**Sizing map**

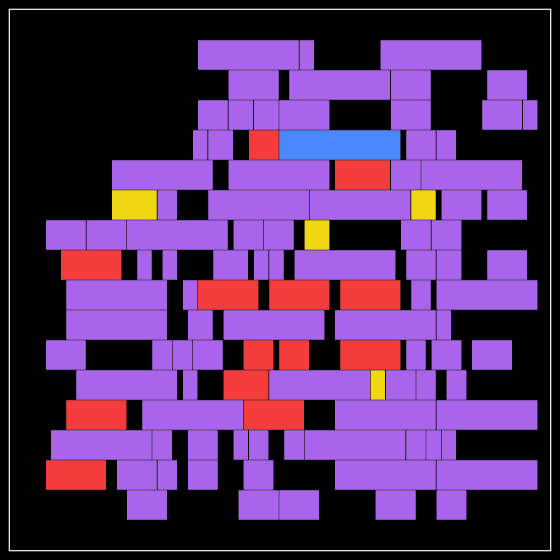
**Congestion heat map**

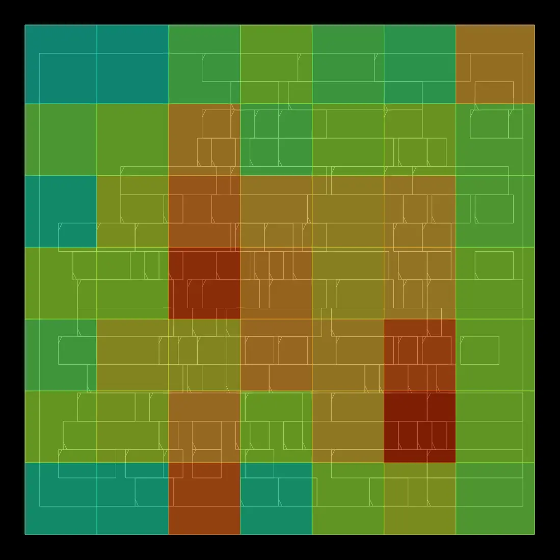
**Cell density map**

The bar under the picture is 10 µm long. The die is cut into 10 by 10 equal tiles; dark blue is low, red is high, 0 to 100% covered.
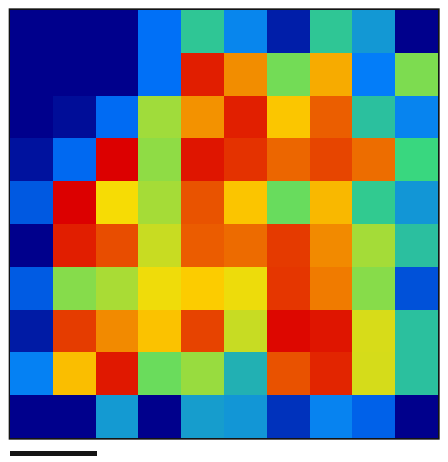
**Met1 routing**

Cells faint in the background.
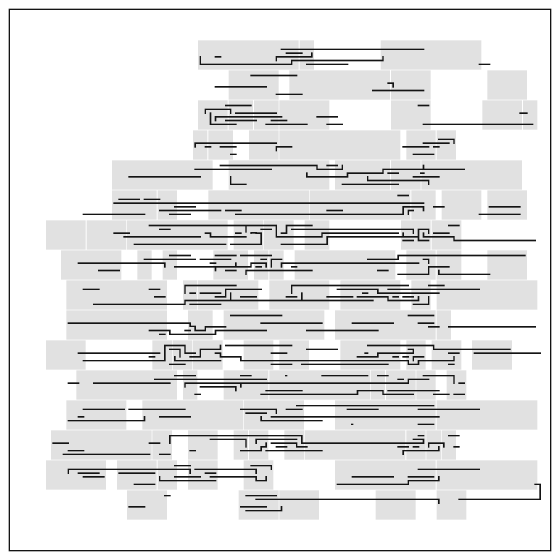
`src/rtl/parallel_to_serial_tx_pkg.sv`:
```
// Shared definitions for the MSB-first serial word link (transmit and receive sides).
// State encodings must stay identical to the receiver's.
package parallel_to_serial_tx_pkg;

  localparam int WORD_W = 8;

  typedef enum logic {
    STATE_IDLE  = 1'b0,
    STATE_SHIFT = 1'b1
  } state_e;

endpackage

```
`src/rtl/parallel_to_serial_tx.sv`:
```
// Serial word transmitter: one-deep holding register feeding an MSB-first shifter,
// with a start strobe on the first bit and a done strobe on the last bit.
module parallel_to_serial_tx
  import parallel_to_serial_tx_pkg::*;
#(
  parameter int N = WORD_W
) (
  input  logic         clk,
  input  logic         rst,
  input  logic [N-1:0] data_in,
  input  logic         load,
  output logic         ready,
  output logic         q,
  output logic         start,
  output logic         done,
  output logic         done_dly,
  output logic         busy
);

  localparam int CNT_W = $clog2(N);
  localparam logic [CNT_W-1:0] LAST = CNT_W'(N - 1);

  // Handshake: a word transfers on a rising edge where load && ready.
  // ready is high exactly when the holding register is empty.

  state_e           state, state_n;
  logic [CNT_W-1:0] cnt, cnt_n;
  logic [N-1:0]     shreg, shreg_n;
  logic [N-1:0]     hold, hold_n;
  logic             hold_valid, hold_valid_n;
  logic             q_n, start_n, done_n;
  logic             free, accept;

  assign ready = !hold_valid;
  assign busy  = (state == STATE_SHIFT) || hold_valid;

  always_ff @(posedge clk or posedge rst) begin
    if (rst) begin
      state      <= STATE_IDLE;
      cnt        <= '0;
      shreg      <= '0;
      hold       <= '0;
      hold_valid <= 1'b0;
      q          <= 1'b0;
      start      <= 1'b0;
      done       <= 1'b0;
      done_dly   <= 1'b0;
    end else begin
      state      <= state_n;
      cnt        <= cnt_n;
      shreg      <= shreg_n;
      hold       <= hold_n;
      hold_valid <= hold_valid_n;
      q          <= q_n;
      start      <= start_n;
      done       <= done_n;
      done_dly   <= done;
    end
  end

  always_comb begin
    state_n      = state;
    cnt_n        = cnt;
    shreg_n      = shreg;
    hold_n       = hold;
    hold_valid_n = hold_valid;
    accept       = load && ready;
    free         = (state == STATE_IDLE) || ((state == STATE_SHIFT) && (cnt == LAST));

    if (free) begin
      // A held word always wins; a fresh load can only arrive when hold is empty.
      if (hold_valid) begin
        shreg_n      = hold;
        hold_valid_n = 1'b0;
        state_n      = STATE_SHIFT;
        cnt_n        = '0;
      end else if (accept) begin
        shreg_n = data_in;
        state_n = STATE_SHIFT;
        cnt_n   = '0;
      end else begin
        state_n = STATE_IDLE;
        cnt_n   = '0;
      end
    end else begin
      shreg_n = shreg << 1;
      cnt_n   = cnt + 1'b1;
      if (accept) begin
        hold_n       = data_in;
        hold_valid_n = 1'b1;
      end
    end

    // Outputs are registered from the next-state view so they line up with state.
    q_n     = (state_n == STATE_SHIFT) ? shreg_n[N-1] : 1'b0;
    start_n = (state_n == STATE_SHIFT) && (cnt_n == '0);
    done_n  = (state_n == STATE_SHIFT) && (cnt_n == LAST);
  end

endmodule

```
`config.mk`:
```
export PLATFORM = sky130hd
export DESIGN_NAME = parallel_to_serial_tx
export DESIGN_NICKNAME = d
export VERILOG_FILES = /design/src/rtl/parallel_to_serial_tx_pkg.sv /design/src/rtl/parallel_to_serial_tx.sv
export SDC_FILE = /design/constraint.sdc
export NUM_CORES = 1
export LEC_CHECK = 0
export CAP_MARGIN = 30
export CORE_UTILIZATION = 50
export DETAILED_ROUTE_END_ITERATION = 10
export HOLD_SLACK_MARGIN = 0.03
export PLACE_DENSITY = 0.75
export SLEW_MARGIN = 5
export SYNTH_ARGS = -nofsm -noshare
export SYNTH_HDL_FRONTEND = slang
export SYNTH_SLANG_ARGS = --single-unit
```
`constraint.sdc`:
```
create_clock -name clk -period 4.8 [get_ports clk]
set_input_delay 0.96 -clock clk [delete_from_list [all_inputs] [get_ports clk]]
set_output_delay 0.96 -clock clk [all_outputs]
set_load 0.02 [all_outputs]
```
==> ci_impl_report.md <==
### Yosys + OpenROAD results

| Metric | Value |
|---|---|
| Overall Power | `between 700 and 800 µW` |
| Global placement routability congestion | `0.7310` |
| Routed len/inst | `15.34 µm` |
| Crit Path Max Fanout | `12` |
| Register area | `around 600 µm²` |
| # Cells Yosys | `around 92` |
| I/O pin cnt | `17` |
| Post-CTS Hold Fix Bufs | `0` |
| Fillers | `161` |
| HP Class | `reg2reg` |
| CP Capture Type | `output port` |
| Post-route clock period utilization | `0.5619` |
| Initial antenna violation count | `0` |
| Biggest registers after layout | `hold x8, shreg x7, cnt x3` |
| Vias | `roughly 730` |
| CP required | `3.84 ns` |
| Top area contributor share | `0.5448` |
| Area of the mapped netlist | `between 0.001 and 0.0015 mm²` |
| Clock Sinks | `24` |
| Die X | `48.96 µm` |
| Tool warnings | `26` |
| Die height | `48.96 µm` |
| Status | `finished, final reports clean` |
| Antenna Nets Post-Route | `0` |
| Fin nets | `~120` |
| CTS tree | `built` |
| Core Region | `0.002022 mm²` |
| Synth flops | `24` |
| Yosys chip area | `about 0.0011 mm²` |
| Biggest register | `hold` |
About 'sizing map':
[_6 and larger] blue | cells: 1 | share: 0.93%
[_0 and _1 cells] purple | cells: 89 | share: 83%
[_2 cells] yellow | cells: 4 | share: 3.7%
[_3 and _4 cells] red | cells: 13 | share: 12%

About 'congestion heat map':
met2 Usage GRT: 0.3079
Top Usage Layer GRT: met2

About 'cell density map':
fullest tile: 100%
emptiest ninth of the die: top left
tiles over 75% full: 36%
nearly empty tiles: 13%
mean over tiles: 53%
densest ninth of the die: middle

About 'met1 routing':
wire length on this layer: 1010 µm
longest straight run: 28.1 µm
nets with wire on the layer: 104
share of all routed wire: 49%

## critical path, stage by stage (launching register included)
cell and delay [ns]:
dfrtp_1 0.55, or2_2 0.35, clkdlybuf4s50_1 0.54
## layer usage
metal  global-route usage  share of wire
met1               0.2669           0.49
met2               0.3079           0.44
met3              0.03115          0.033
met4               0.1176          0.035
met5                    0              0
## final timing paths
check                            from  endpoint  cells past startpoint
setup / recovery           hold_valid      busy                      2
hold / removal                   done  done_dly                      0
setup reg to reg               cnt[0]   hold[5]                      5
hold reg to reg                  done  done_dly                      0
max in group asynchronous         rst      done                      2
min in group asynchronous         rst   hold[0]                      2
## cell usage in the layout, fill, tap and decap left out, types with 3 or more instances in the layout
cell type / synthesis / routed
a211oi_1: 7 / 7
and2b_1: 4 / 4
o21ai_0: 12 / 12
mux2_4: 8 / 8
nand2_1: 10 / 10
clkbuf_4: 0 / 3
dfrtp_1: 24 / 24
clkdlybuf4s50_1: 0 / 16
## stage by stage
step | area [µm²] | cells | util | setup WS, ns
after CTS | 1311 | 134 | 0.6485 | 2.100
after detailed placement | 1259 | 130 | 0.6225 | 2.152
after global routing | 1311 | 134 | 0.6485 | 2.060
after floorplan | 1102 | 92 | - | 2.952
final | 1311 | 134 | 0.6485 | 2.103
after global placement | 1259 | 130 | 0.6225 | 2.227
## kinds of logic (layout without fill, tap and decap cells)
group | count (synthesis) | after routing | synth area share
multiplexers | 9 | 9 | 0.1192
AND/OR/NAND/NOR | 28 | 28 | 0.1532
adder cells (fa/ha/maj) | 2 | 2 | 0.02270
AND-OR/OR-AND | 22 | 22 | 0.1192
flip-flops | 24 | 24 | 0.5448
buffers and inverters | 7 | 22 | 0.04085
## report_power, final
part | total [mW] | switching (mW) | internal [mW] | leakage [nW]
sequential | 0.332 | 0.0476 | 0.284 | 0.294
combinational | 0.286 | 0.135 | 0.151 | 0.277
clock | 0.144 | 0.0592 | 0.0844 | 0.0279
## layout make-up
cell class	instances	area share
Tap cell	27	0.02576
Timing Repair Buffer	16	0.1221
Clock buffer	3	0.01718
Clock inverter	1	0.02290
Multi-Input combinational cell	61	0.3483
Sequential cell	24	0.4580
Inverter	2	0.005725
## synth_stat cells, types with 2 or more instances
| cell | number |
|---|---|
| a211oi_1 | 7 |
| buf_2 | 3 |
| nor2_1 | 2 |
| nor2b_1 | 2 |
| nand2_1 | 10 |
| o21ai_0 | 12 |
| and2b_1 | 4 |
| mux2_4 | 8 |
| nand3b_1 | 2 |
| and2_1 | 2 |
| ha_1 | 2 |
| dfrtp_1 | 24 |
No activity file was given, so power comes from the tool's default toggle rates.
